$ cat src/rtl/axil_req_sequencer.sv
// Request FIFO in front of an AXI4-Lite master port: queued write/read requests are
// replayed one at a time, in order, and each completion returns a single response pulse.
module axil_req_sequencer #(
   parameter int ADDR_WIDTH = 2,
   parameter int DATA_WIDTH = 8,
   parameter int DEPTH      = 4
) (
   input  logic                    clk,
   input  logic                    rst_n,
   input  logic                    req_valid,
   output logic                    req_ready,
   input  logic                    req_write,
   input  logic [ADDR_WIDTH-1:0]   req_addr,
   input  logic [DATA_WIDTH-1:0]   req_wdata,
   output logic [ADDR_WIDTH-1:0]   awaddr,
   output logic                    awvalid,
   input  logic                    awready,
   output logic [DATA_WIDTH-1:0]   wdata,
   output logic                    wvalid,
   input  logic                    wready,
   input  logic [1:0]              bresp,
   input  logic                    bvalid,
   output logic                    bready,
   output logic [ADDR_WIDTH-1:0]   araddr,
   output logic                    arvalid,
   input  logic                    arready,
   input  logic [DATA_WIDTH-1:0]   rdata,
   input  logic [1:0]              rresp,
   input  logic                    rvalid,
   output logic                    rready,
   output logic                    rsp_valid,
   output logic                    rsp_write,
   output logic [DATA_WIDTH-1:0]   rsp_data,
   output logic                    rsp_err,
   output logic                    busy,
   output logic [$clog2(DEPTH):0]  fifo_count,
   output logic [7:0]              err_count
);
   // state  | meaning
   // IDLE   | waiting for a queued request; pops the head into the command register
   // WR_REQ | AW and W offered; each valid drops on its own handshake
   // WR_B   | bready high, waiting for the write response
   // RD_AR  | AR offered
   // RD_R   | rready high, waiting for read data
   // RSP    | one cycle; the response pulse follows on the next cycle

   localparam int PW = $clog2(DEPTH);
   localparam int EW = 1 + ADDR_WIDTH + DATA_WIDTH;
   localparam logic [PW:0] FULL = (PW+1)'(DEPTH);

   typedef enum logic [2:0] {IDLE, WR_REQ, WR_B, RD_AR, RD_R, RSP} state_t;

   state_t                 state, state_nx;
   logic [EW-1:0]          mem [DEPTH];
   logic [EW-1:0]          head;
   logic [PW-1:0]          wr_ptr, rd_ptr;
   logic [PW:0]            count, count_nx;
   logic                   push, pop;
   logic [ADDR_WIDTH-1:0]  cmd_addr;
   logic [DATA_WIDTH-1:0]  cmd_data;
   logic                   awvalid_nx, wvalid_nx, arvalid_nx, bready_nx, rready_nx;
   logic                   rsp_load, rsp_write_nx, rsp_err_nx;
   logic [DATA_WIDTH-1:0]  rsp_data_nx;

   assign head       = mem[rd_ptr];
   assign push       = req_valid && req_ready;
   assign pop        = (state == IDLE) && (count != '0);
   assign fifo_count = count;
   assign awaddr     = cmd_addr;
   assign araddr     = cmd_addr;
   assign wdata      = cmd_data;

   always_comb begin
      count_nx = count;
      case ({push, pop})
         2'b10:   count_nx = count + (PW+1)'(1);
         2'b01:   count_nx = count - (PW+1)'(1);
         default: count_nx = count;
      endcase
   end

   // req_ready tracks the next count, so it never depends combinationally on an input
   always_ff @(posedge clk) begin
      if (!rst_n) begin
         wr_ptr    <= '0;
         rd_ptr    <= '0;
         count     <= '0;
         req_ready <= 1'b1;
      end else begin
         if (push) wr_ptr <= wr_ptr + PW'(1);
         if (pop)  rd_ptr <= rd_ptr + PW'(1);
         count     <= count_nx;
         req_ready <= (count_nx != FULL);
      end
   end

   always_ff @(posedge clk) begin
      if (push) mem[wr_ptr] <= {req_write, req_addr, req_wdata};
   end

   always_comb begin
      state_nx     = state;
      awvalid_nx   = 1'b0;
      wvalid_nx    = 1'b0;
      arvalid_nx   = 1'b0;
      bready_nx    = 1'b0;
      rready_nx    = 1'b0;
      rsp_load     = 1'b0;
      rsp_write_nx = 1'b0;
      rsp_err_nx   = 1'b0;
      rsp_data_nx  = '0;
      case (state)
         IDLE: begin
            if (pop) begin
               if (head[EW-1]) begin
                  state_nx   = WR_REQ;
                  awvalid_nx = 1'b1;
                  wvalid_nx  = 1'b1;
               end else begin
                  state_nx   = RD_AR;
                  arvalid_nx = 1'b1;
               end
            end
         end
         WR_REQ: begin
            awvalid_nx = awvalid && !awready;
            wvalid_nx  = wvalid && !wready;
            if (!awvalid_nx && !wvalid_nx) begin
               state_nx  = WR_B;
               bready_nx = 1'b1;
            end
         end
         WR_B: begin
            if (bvalid) begin
               state_nx     = RSP;
               rsp_load     = 1'b1;
               rsp_write_nx = 1'b1;
               rsp_err_nx   = (bresp != 2'b00);
            end else begin
               bready_nx = 1'b1;
            end
         end
         RD_AR: begin
            if (arready) begin
               state_nx  = RD_R;
               rready_nx = 1'b1;
            end else begin
               arvalid_nx = 1'b1;
            end
         end
         RD_R: begin
            if (rvalid) begin
               state_nx    = RSP;
               rsp_load    = 1'b1;
               rsp_data_nx = rdata;
               rsp_err_nx  = (rresp != 2'b00);
            end else begin
               rready_nx = 1'b1;
            end
         end
         RSP:     state_nx = IDLE;
         default: state_nx = IDLE;
      endcase
   end

   always_ff @(posedge clk) begin
      if (!rst_n) state <= IDLE;
      else        state <= state_nx;
   end

   always_ff @(posedge clk) begin
      if (!rst_n) begin
         awvalid   <= 1'b0;
         wvalid    <= 1'b0;
         arvalid   <= 1'b0;
         bready    <= 1'b0;
         rready    <= 1'b0;
         rsp_valid <= 1'b0;
         rsp_write <= 1'b0;
         rsp_data  <= '0;
         rsp_err   <= 1'b0;
         busy      <= 1'b0;
         err_count <= '0;
         cmd_addr  <= '0;
         cmd_data  <= '0;
      end else begin
         awvalid   <= awvalid_nx;
         wvalid    <= wvalid_nx;
         arvalid   <= arvalid_nx;
         bready    <= bready_nx;
         rready    <= rready_nx;
         rsp_valid <= (state == RSP);
         busy      <= (state_nx != IDLE) || (count_nx != '0);
         if (pop) begin
            cmd_addr <= head[EW-2 -: ADDR_WIDTH];
            cmd_data <= head[DATA_WIDTH-1:0];
         end
         // captured on the response handshake and held until the next one
         if (rsp_load) begin
            rsp_write <= rsp_write_nx;
            rsp_data  <= rsp_data_nx;
            rsp_err   <= rsp_err_nx;
         end
         if (state == RSP && rsp_err && err_count != 8'hFF)
            err_count <= err_count + 8'd1;
      end
   end
endmodule

$ cat config.mk
export PLATFORM = sky130hd
export DESIGN_NAME = axil_req_sequencer
export DESIGN_NICKNAME = d
export VERILOG_FILES = /design/src/rtl/axil_req_sequencer.sv
export SDC_FILE = /design/constraint.sdc
export NUM_CORES = 1
export LEC_CHECK = 0
export CORE_MARGIN = 2
export CORE_UTILIZATION = 45
export CTS_BUF_LIST = sky130_fd_sc_hd__clkbuf_2
export DETAILED_ROUTE_END_ITERATION = 8
export PLACE_DENSITY_LB_ADDON = 0.15
export SETUP_SLACK_MARGIN = 0.2
export SKIP_CTS_REPAIR_TIMING = 1
export SLEW_MARGIN = 10
export SYNTH_ARGS = -nofsm -noshare
export SYNTH_HDL_FRONTEND = slang
export SYNTH_SLANG_ARGS = --single-unit
$ cat constraint.sdc
create_clock -name clk -period 4.05 [get_ports clk]
set_clock_uncertainty 0.1 [all_clocks]
set_input_delay 0.81 -clock clk [delete_from_list [all_inputs] [get_ports clk]]
set_output_delay 0.81 -clock clk [all_outputs]
set_load 0.02 [all_outputs]
Sequential cells grouped by signal name:
Other sequential cells in the stronger gray, the rest of the logic in the fainter gray.
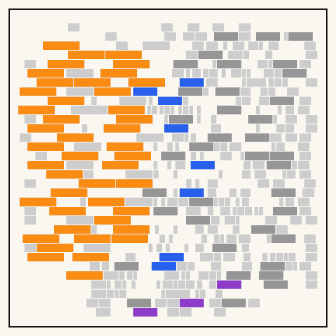
Key: blue = wdata [placed flops 8]; orange = mem [placed flops 44]; purple = fifo_count [placed flops 3]
Another 37 sequential cells are not colored.

Track usage over the die:
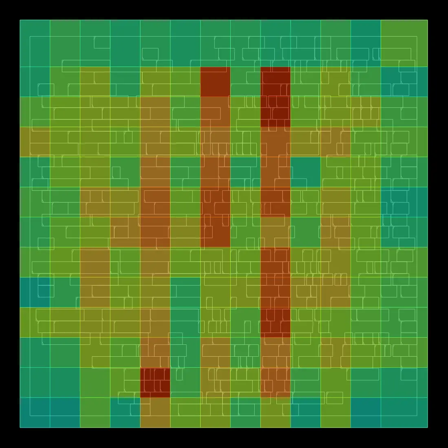
gr busiest metal: met2
Finished Core Util: 58.1%

==> impl_metrics.csv <==
group,metric,value,unit
final_layout,largestClassByArea,"registers",
logic_synthesis,ys_types,49,
status,status,"finished clean",
critical_path,cp-endpoint,"busy",
pwr,power.static_leakage,1.54,nW
route,remaining_drc_errors,0,
die,initial_core_util,46.7,%
final_layout,buf_share,15.8,%
die,tapCellCount,102,
logic_synthesis,yosys_most_used_dff,"dfxtp_1",
logic_synthesis,syn_area,3610,µm²
logic_synthesis,synthCells,285,
critical_path,reg2regPathDepth,9,
logic_synthesis,yosys.area_share.adder,2.64,%
critical_path,slowest_stage,"or4_4",
logic_synthesis,yosys_cells,285,
grt,grt-ovfl-total,0,
final_layout,fin_nets,390,
critical_path,slowest_delay,650,ps
logic_synthesis,top_logic_kind,"simple AND/OR/NAND/NOR gates",
sta,worst_hold_slack,371,ps
route,met2_length,3.16,mm
sta,period_used_share,79.1,%
placed_design,port_buffers,71,
logic_synthesis,synth_seq_share,63.3,%
route,highest_layer,"met4",
final_layout,n_all_buffers,71,
route,vias,2345,
placed_design,dp_slack,769,ps
placed_design,dp_hpwl,4.70,mm
final_layout,final_layout_size_suffix_gt1_share,9.52,%
grt,grtUsageMet2,25.3,%
logic_synthesis,yosys_warnings,0,
pwr,powerDensity,589,nW/µm²
cts,cts.clk_slew.worst_paths,250,ps
cts,cts_max_level,3,
Zoomed window:
Window x 58 to 83, y 11 to 36 µm. Cells in gray, sequential cells in the stronger gray; small squares are vias.
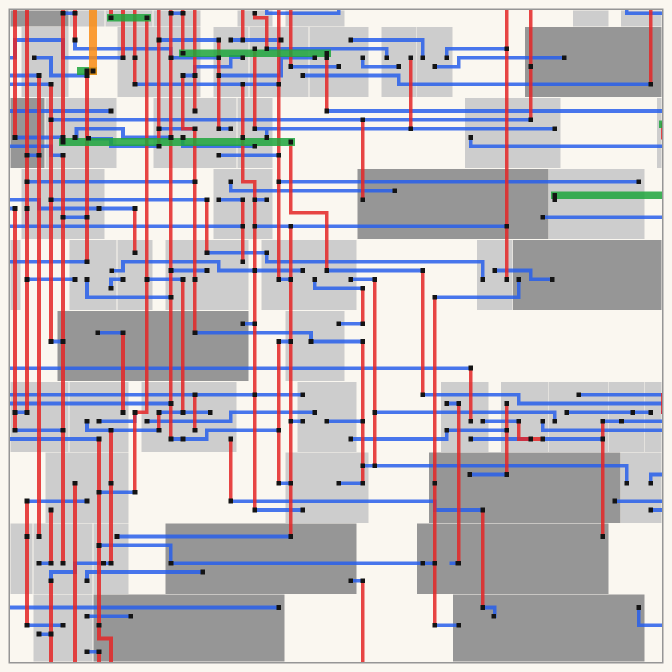
Key: red = metal 2; orange = metal 4; blue = metal 1; green = metal 3
Sequential cells in the window: 9. 43 logic cells have their middle in the window. Most frequent: dfxtp_1 (9), nor2_1 (4), or3_1 (4).

[worst max-delay path: cells and delay by family, from the launching register on]
family	cells	cell delay, ps
buffers and inverters	2	310
AND/OR/NAND/NOR	3	1120
adder cells (fa/ha/maj)	2	700
flip-flops	1	490
AND-OR/OR-AND	2	390
[Yosys cell counts, types with 2 or more instances]
master,n
dfxtp_1,48
edfxtp_1,44
nand2_1,31
nor2_1,26
a21oi_1,17
mux4_2,11
inv_1,9
xor2_1,9
a22oi_1,8
and3_1,6
ha_1,6
buf_2,5
buf_4,4
clkbuf_1,4
nand2b_1,4
o21ai_0,4
or3_1,4
a31oi_1,3
nand3_1,3
nand4_1,3
xnor2_1,3
a21oi_2,2
and2_1,2
buf_1,2
nor2b_1,2
nor3b_1,2
[power breakdown]
part           switching [W]  total [W]  internal (W)
Combinational       0.000471   0.000905      0.000434
Sequential          0.000136    0.00127       0.00114
Clock               0.000315   0.000467      0.000152
Total               0.000922    0.00265       0.00172
[layout by cell type (no fill, tap or decap), drive strengths merged, types with 2 or more instances in the layout]
master and instances:
and2 2, nand2b 4, ha 6, xnor2 3, xor2 9, nor3b 2, or4 2, dfxtp 48
clkinv 2, a21oi 19, nand4 3, a22oi 8, nand3 3, mux4 11, inv 12, o21ai 4
nor2 26, nor2b 3, or3 4, edfxtp 44, and3 6, clkdlybuf4s50 71, a31oi 4, clkbuf 10
nand2 31
[flip-flops by register name, indices dropped and copies added, names as in the netlist, named ones only]
name,cells
araddr,2
arvalid,1
awvalid,1
bready,1
busy,1
err_count,8
fifo_count,3
mem,44
rd_ptr,2
req_ready,1
rready,1
rsp_data,8
rsp_err,1
rsp_valid,1
rsp_write,1
state,3
wdata,8
wr_ptr,2
wvalid,1
No activity file was given, so power comes from the tool's default toggle rates.
